==> src/rtl/fpu_sequencer.sv <==
// fpu_sequencer
//   Issue/complete sequencer for a non-pipelined FP datapath. One operation is
//   outstanding at a time. It is accepted in IDLE and counted down in EXEC for
//   the unit latency. In WB it is written back to the FP register file, or to
//   the FP condition flag for c.eq. Sticky IEEE exception flags are
//   accumulated on completion.
//
// Ports
//   clk, rst            clock, synchronous active-high reset
//   req_valid/req_ready issue handshake; req_op (3b), req_fd (5b)
//   op_latch, unit_sel  operand-capture pulse and datapath select
//   res_data/status/aeqb datapath result, status byte and compare result
//   wb_valid/wb_ready   write-back handshake; wb_fd, wb_data
//   cond_we, cond_val   FP condition-flag write (c.eq)
//   busy, busy_fd       hazard info for decode
//   flush               cancel in-flight op / block acceptance
//   flags, flags_clr    sticky {invalid, divzero, overflow, underflow, inexact}
module fpu_sequencer #(
  parameter int LAT_ADD = 2,
  parameter int LAT_MUL = 3,
  parameter int LAT_DIV = 10,
  parameter int LAT_CMP = 1
) (
  input  logic        clk,
  input  logic        rst,
  input  logic        req_valid,
  output logic        req_ready,
  input  logic [2:0]  req_op,
  input  logic [4:0]  req_fd,
  output logic        op_latch,
  output logic [2:0]  unit_sel,
  input  logic [31:0] res_data,
  input  logic [7:0]  res_status,
  input  logic        res_aeqb,
  output logic        wb_valid,
  input  logic        wb_ready,
  output logic [4:0]  wb_fd,
  output logic [31:0] wb_data,
  output logic        cond_we,
  output logic        cond_val,
  output logic        busy,
  output logic [4:0]  busy_fd,
  input  logic        flush,
  output logic [4:0]  flags,
  input  logic        flags_clr
);

  localparam logic [2:0] OP_MUL = 3'b010;
  localparam logic [2:0] OP_DIV = 3'b011;
  localparam logic [2:0] OP_CMP = 3'b100;

  localparam int LAT_M1  = (LAT_ADD > LAT_MUL) ? LAT_ADD : LAT_MUL;
  localparam int LAT_M2  = (LAT_DIV > LAT_CMP) ? LAT_DIV : LAT_CMP;
  localparam int LAT_MAX = (LAT_M1 > LAT_M2) ? LAT_M1 : LAT_M2;
  // The counter holds at most LAT_MAX-1.
  localparam int CNT_W   = (LAT_MAX > 1) ? $clog2(LAT_MAX) : 1;

  typedef enum logic [1:0] {S_IDLE, S_EXEC, S_WB} state_t;

  state_t             state_q;
  logic [CNT_W-1:0]   cnt_q;
  logic [2:0]         op_q;
  logic [4:0]         fd_q;
  logic [31:0]        data_q;
  logic [4:0]         fbits_q;
  logic               aeqb_q;
  logic [4:0]         flags_q;
  logic [4:0]         flags_d;

  logic accept;
  logic in_wb;
  logic wb_is_cmp;
  logic complete;
  logic unused_status;

  // Codes 101-111 fall through to the add latency.
  function automatic logic [CNT_W-1:0] lat_load(input logic [2:0] op);
    case (op)
      OP_MUL:  return CNT_W'(LAT_MUL - 1);
      OP_DIV:  return CNT_W'(LAT_DIV - 1);
      OP_CMP:  return CNT_W'(LAT_CMP - 1);
      default: return CNT_W'(LAT_ADD - 1);
    endcase
  endfunction

  // Map the datapath status byte to the sticky flag layout. Divide-by-zero
  // only counts when the operation really was a divide.
  function automatic logic [4:0] status_flags(input logic [7:0] st, input logic [2:0] op);
    return {st[2], st[7] && (op == OP_DIV), st[4], st[3], st[5]};
  endfunction

  // Status bits 0, 1 and 6 carry no flag meaning here.
  assign unused_status = ^{res_status[6], res_status[1:0]};

  assign req_ready = !rst && (state_q == S_IDLE) && !flush;
  assign accept    = req_valid && req_ready;
  assign op_latch  = accept;

  assign in_wb     = (state_q == S_WB);
  assign wb_is_cmp = (op_q == OP_CMP);

  // Flush squashes the write-back in the same cycle so no handshake can slip
  // through while the sequencer is being cancelled.
  assign wb_valid  = !rst && in_wb && !wb_is_cmp && !flush;
  assign cond_we   = !rst && in_wb && wb_is_cmp && !flush;
  assign cond_val  = cond_we && aeqb_q;
  assign complete  = (wb_valid && wb_ready) || cond_we;

  assign busy      = !rst && (state_q != S_IDLE);
  assign busy_fd   = busy ? fd_q : 5'd0;
  assign wb_fd     = fd_q;
  assign wb_data   = rst ? 32'd0 : data_q;
  assign flags     = flags_q;

  always_comb begin
    unit_sel = 3'b000;
    if (!rst) begin
      if (state_q != S_IDLE) unit_sel = op_q;
      else if (accept)       unit_sel = req_op;
    end
  end

  // A clear and a completion in the same cycle: the new bits win.
  assign flags_d = (flags_clr ? 5'd0 : flags_q) | (complete ? fbits_q : 5'd0);

  always_ff @(posedge clk) begin
    if (rst) begin
      state_q <= S_IDLE;
      cnt_q   <= '0;
      op_q    <= 3'd0;
      fd_q    <= 5'd0;
      data_q  <= 32'd0;
      fbits_q <= 5'd0;
      aeqb_q  <= 1'b0;
      flags_q <= 5'd0;
    end else begin
      flags_q <= flags_d;
      case (state_q)
        S_IDLE: begin
          if (accept) begin
            op_q    <= req_op;
            fd_q    <= req_fd;
            cnt_q   <= lat_load(req_op);
            state_q <= S_EXEC;
          end
        end
        S_EXEC: begin
          if (flush) begin
            state_q <= S_IDLE;
          end else if (cnt_q == '0) begin
            data_q  <= res_data;
            fbits_q <= status_flags(res_status, op_q);
            aeqb_q  <= res_aeqb;
            state_q <= S_WB;
          end else begin
            cnt_q <= cnt_q - 1'b1;
          end
        end
        S_WB: begin
          // c.eq leaves after its single write cycle; arithmetic waits for wb_ready.
          if (flush || wb_is_cmp || wb_ready) state_q <= S_IDLE;
        end
        default: state_q <= S_IDLE;
      endcase
    end
  end

endmodule

==> config.mk <==
export PLATFORM = sky130hd
export DESIGN_NAME = fpu_sequencer
export DESIGN_NICKNAME = d
export VERILOG_FILES = /design/src/rtl/fpu_sequencer.sv
export SDC_FILE = /design/constraint.sdc
export NUM_CORES = 1
export LEC_CHECK = 0
export CAP_MARGIN = 10
export CORE_UTILIZATION = 40
export DETAILED_ROUTE_END_ITERATION = 8
export GPL_ROUTABILITY_DRIVEN = 0
export PLACE_DENSITY = 0.87
export SYNTH_ARGS = -nofsm -noshare
export SYNTH_HDL_FRONTEND = slang
export SYNTH_SLANG_ARGS = --single-unit
==> constraint.sdc <==
create_clock -name clk -period 2.5 [get_ports clk]
set_input_delay 0.75 -clock clk [delete_from_list [all_inputs] [get_ports clk]]
set_output_delay 0.75 -clock clk [all_outputs]
set_load 0.05 [all_outputs]
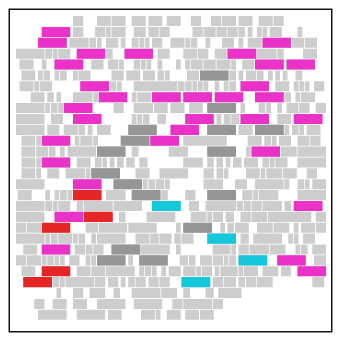
*Register map, names as in the netlist, run 1*
Scale: 4 px per um. Other sequential cells in the stronger gray, the rest of the logic in the fainter gray.
color	signal	placed flops
magenta	data_q	32
cyan	cnt_q	4
red	wb_fd	5
not colored	16
FF+latch area: 1140 um2
Seq. pwr: 935 uW
Final Util: 74.0%
Seq area share: 26.0%

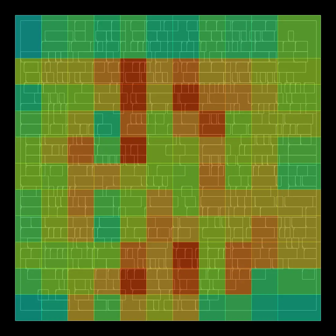
*Track usage over the die, run 1*
routed wire length per instance: 13.1 um
global routing usage on met1: 22.0%
Global Route Usage Sum: 21.7%
busiest grt layer: met2
routing usage on met3: 7.84%

==> flow_metrics.py, run 1 <==
# Metrics from the implementation run
metrics = {
    "cts": {
        "clock_latency_ns": 0.33,
        "cts_tree": "built",
        "root_buffer": "clkbuf_8",
        "h-tree-depth": 3,
        "cts.clk_slew.worst_paths_ns": 0.06,
    },
    "setup_path": {
        "worstPathRequired_ns": 1.75,
        "crit_path_end_kind": "output port",
        "cp_slowest_cell": "or4b_4",
        "reg2reg_depth": 7,
        "crit_buf_inv": 2,
        "crit_family": "simple AND/OR/NAND/NOR gates",
        "cp.arrival_ns": 1.80,
        "worstSetupPathType": "input pin to output port",
        "r2r-end": "fbits_q[2]",
        "critPathCapture": "cond_val",
        "cp-start-kind": "input pin",
        "crit_cells": 5,
        "cp_max_fo": 3,
    },
    "logic_synthesis": {
        "syn_area_per_cell_um2": 7.71,
        "syn_inst": 318,
        "synth_chip_area_um2": 2450,
        "edf_count": 0,
        "synth.distinct_cells": 32,
        "common_cells": "nand2_1 (99), dfxtp_1 (57), a21oi_1 (54)",
        "yosysCellCount": 318,
        "adder_share_pct": 1.02,
        "async_flop_share_pct": 0,
        "yosysWarnings": 0,
        "syn-cell-area_um2": 2450,
        "simple_gate_share_pct": 33.7,
        "top_cells_by_area": "dfxtp_1 (47%), nand2_1 (15%), a21oi_1 (11%)",
        "netlist.area_leader.share_pct": 46.6,
        "ys_seq_share_pct": 46.6,
        "yosysMostFrequentCell": "nand2_1",
        "xor_area_share_pct": 0.715,
    },
    "power_and_ir_drop": {
        "power.internal_mw": 1.76,
        "p_sw_share_pct": 22.3,
        "power_frac_comb_pct": 12.4,
        "power.switching_uw": 504,
        "clock_power_mw": 1.05,
        "power_density_nw_per_um2": 516,
        "p_seq_share_pct": 41.3,
    },
    "final_timing": {
        "skew_ns": 0.00606,
        "max_slew_margin_pct": 64.3,
        "setup_viol": 5,
        "finalCriticalPeriod_ns": 2.55,
        "timing.final.ws_setup_ns": -0.0451,
        "tns_ns": -0.152,
    },
    "floorplan": {
        "ioPinCount": 111,
        "dieHeight_um": 80.3,
        "dieWidth_um": 80.3,
        "num_rows": 28,
        "tap_cells": 75,
        "fp-utilization_pct": 41.4,
        "die_area_um2": 6440,
        "coreArea_um2": 5920,
    },
    "cells_and_area": {
        "syn_to_final_growth_pct": 78.9,
        "clock_area_share_pct": 5.57,
        "buffers": 130,
        "comb_share_pct": 32.4,
        "nClkBuffers": 11,
        "drive_gt1_share_pct": 31.6,
        "diodes": 0,
        "nNetsFinal": 498,
        "seq_cells": 57,
        "comb_area_um2": 1420,
        "largest_class": "buffers",
        "buffer_area_share_pct": 33.2,
        "logic_gate_count": 237,
        "layout.cells.non_filler": 521,
        "non_clock_inverter_count": 6,
        "nFillCells": 431,
    },
    "run": {
        "warning_count": 33,
        "cap_violations": 0,
    },
    "worst_hold_path": {
        "hp-class": "flip-flop to flip-flop",
        "whs_path_depth": 2,
        "min_to": "data_q[25]",
        "worstHoldStart": "data_q[25]",
    },
    "placement": {
        "dp.cells": 497,
        "numPortBuffers": 107,
    },
    "global_route": {
        "grt_pass1_wl_mm": 10.6,
        "grt_max_degree": 52,
        "overflow": 0,
        "grt_pass1_vias": 2359,
    },
    "drt": {
        "drc": 0,
    },
    "run_status": {
        "status": "finished, violations left",
        "violations": "negative setup slack",
    },
}
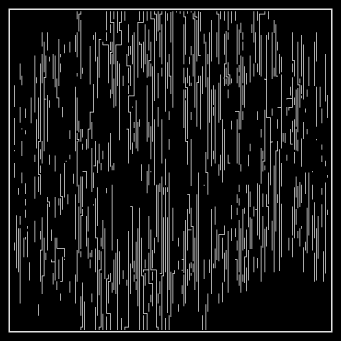
*Met2 routing, run 1*
Scale: 4 px per um.
longest straight run	34.7 um
wire length on this layer	3650 um

## run 1: logic make-up after synthesis
logic type,count (synthesis)
XOR/XNOR,2
flip-flops,57
buffers and inverters,24
adder cells (fa/ha/maj),2
AND/OR/NAND/NOR,172
AND-OR/OR-AND,61
## run 1: layer usage
metal / vias up / GRT usage [%] / wire length (um)
met1: 1137 / 22.0 / 2630
met2: 75 / 40.0 / 3650
met3: 9 / 7.84 / 444
li1: 1276 / - / -
met4: 0 / 8.57 / 73
met5: - / 0 / 0
## run 1: state kept, by name (all words and copies together) (netlist names)
register and cells:
data_q 32, fbits_q 5, flags 5, wb_fd 5, cnt_q 4, op_q 3
state_q 2, aeqb_q 1
## run 1: repair_timing
action | CTS | global route
resized | 8 | 7
pin swaps | 5 | 6
setup buffers | 4 | 4
endpoints found under the setup margin | 8 | 29
## run 1: metrics by stage
stage | total power [mW] | setup WS (ns) | instance area [um2]
global placement | 1.22 | -0.386 | 4030
floorplan | 1.08 | -0.424 | 2660
finish | 2.26 | -0.0451 | 4380
detailed placement | 1.22 | -0.398 | 4030
global route | 2.34 | -0.0808 | 4380
CTS | 2.27 | -0.0607 | 4310
## run 1: cell usage in the layout, fill, tap and decap left out, types with 2 or more instances in the layout
cell type,count
nand2_1,92
clkdlybuf4s50_1,59
dfxtp_1,57
a21oi_1,54
buf_4,39
nor2b_2,32
buf_12,24
clkbuf_8,10
nor2_1,9
buf_6,8
nor2b_1,7
nand2_8,6
inv_1,5
and2_2,5
nor3_1,3
bufinv_16,3
nor2_4,2
nor3b_1,2
a211oi_1,2
ha_1,2
## run 1: worst min-delay path: stages (launching register included)
cell	delay, ns
dfxtp_1	0.31
nand2_1	0.05
a21oi_1	0.05
### Cells by drive strength, run 1

Scale: 6 px per um.
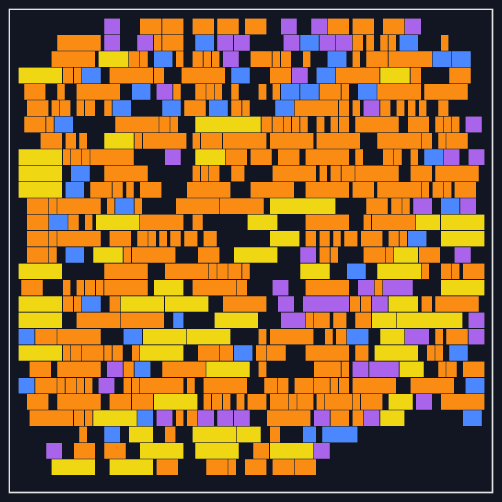

--- run 2 (diff from run 1) ---
--- a/config.mk
+++ b/config.mk
@@ -7,6 +7,7 @@
 export LEC_CHECK = 0
 export CAP_MARGIN = 10
 export CORE_UTILIZATION = 40
+export CTS_BUF_LIST = sky130_fd_sc_hd__clkbuf_16
 export DETAILED_ROUTE_END_ITERATION = 8
 export GPL_ROUTABILITY_DRIVEN = 0
 export PLACE_DENSITY = 0.87
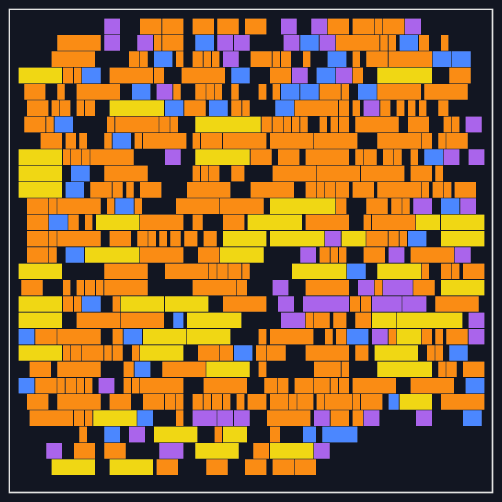
*Cells by drive strength, run 2*
Scale: 6 px per um.
color	size	cells	share
purple	_3 and _4 cells	47	11%
orange	_0 and _1 cells	306	69%
yellow	_6 and larger	46	10%
blue	_2 cells	44	9.9%

==> flow_metrics.py, run 2 <==
# Metrics from the implementation run
metrics = {
    "floorplan": {
        "die_area_um2": 6440,
        "dieHeight_um": 80.3,
        "num_rows": 28,
        "coreArea_um2": 5920,
        "fp-utilization_pct": 41.4,
        "dieWidth_um": 80.3,
    },
    "setup_path": {
        "crit_family": "simple AND/OR/NAND/NOR gates",
        "crit_buf_inv": 3,
        "worstPathRequired_ns": 1.75,
        "crit_path_end_kind": "output port",
        "cp_max_fo": 3,
        "cp_slowest_cell": "or4b_4",
    },
    "global_route": {
        "grt_pass1_vias": 2416,
        "grt_pass1_wl_mm": 10.8,
        "grt_max_degree": 52,
    },
    "logic_synthesis": {
        "xor_area_share_pct": 0.715,
        "netlist.area_leader.share_pct": 46.6,
        "synth_chip_area_um2": 2450,
        "yosysCellCount": 318,
        "yosysWarnings": 0,
        "synth.distinct_cells": 32,
        "syn_inst": 318,
    },
    "final_timing": {
        "tns_ns": -0.158,
        "skew_ns": 0.00430,
        "max_slew_margin_pct": 63.5,
        "setup_viol": 5,
        "timing.final.ws_setup_ns": -0.0427,
    },
    "run_status": {
        "violations": "negative setup slack",
        "status": "finished, violations left",
    },
    "power_and_ir_drop": {
        "power_density_nw_per_um2": 581,
    },
    "cells_and_area": {
        "layout_top_cell": "nand2_1",
        "fin_util_pct": 74.7,
        "nNetsFinal": 495,
        "drive_gt1_share_pct": 30.9,
        "seq_area_um2": 1140,
        "largest-register": "data_q",
        "nFillCells": 413,
    },
    "drt": {
        "top_layer": "met4",
        "met2WireLength_mm": 3.69,
    },
    "cts": {
        "cts_tree": "built",
        "clock_latency_ns": 0.32,
    },
}
-- run 2: cell types whose count changed in the layout (fill, tap and decap cells not counted), moves of 2 or more --
cell,previous run,this run
nand2_4,0,2
buf_6,8,4
nand2_8,6,4
clkbuf_8,10,0
clkbuf_16,0,9
-- run 2: path summary, 6_finish.rpt --
check	slack, ns	start	end	cells after the start
worst min-delay path	0.45	data_q[3]	data_q[3]	2
worst max register to register	0.61	cnt_q[0]	data_q[17]	7
worst min register to register	0.45	data_q[3]	data_q[3]	2
worst max-delay path	-0.04	rst	wb_valid	5
-- run 2: layout make-up --
| type | instances | area share, % |
|---|---|---|
| clock buffers | 9 | 5.09 |
| multi-input cells | 237 | 31.7 |
| clock inverters | 7 | 2.49 |
| inverters | 6 | 0.679 |
| well taps | 75 | 2.12 |
| repair buffers | 127 | 32.1 |
| flip-flops and latches | 57 | 25.8 |
-- run 2: stage by stage --
step / setup slack, ns / instances
floorplan: -0.424 / 318
global placement: -0.386 / 497
detailed placement: -0.398 / 497
CTS: -0.0623 / 517
global route: -0.0729 / 518
finish: -0.0427 / 518
-- run 2: per-layer routing --
layer / GRT usage [%] / up-vias
met4: 8.39 / 0
met2: 41.8 / 74
met3: 8.75 / 14
li1: - / 1266
met5: 0 / -
met1: 21.4 / 1123
-- run 2: what timing repair did --
item                       in CTS  in global routing
setup buffers                   4                  1
pin swaps                       5                  1
resized                         9                  2
setup endpoints to repair       8                 29
-- run 2: tightest hold or removal path: stages, from the launching register on --
cell and delay (ns):
dfxtp_1 0.30, nand2_1 0.05, a21oi_1 0.05
-- run 2: power breakdown --
group          switching [mW]  internal (mW)  total (mW)
clock                   0.396          0.962        1.36
sequential             0.0108          0.926       0.937
combinational           0.132          0.143       0.275
total                   0.539           2.03        2.57
Power and IR drop assume default switching activity.
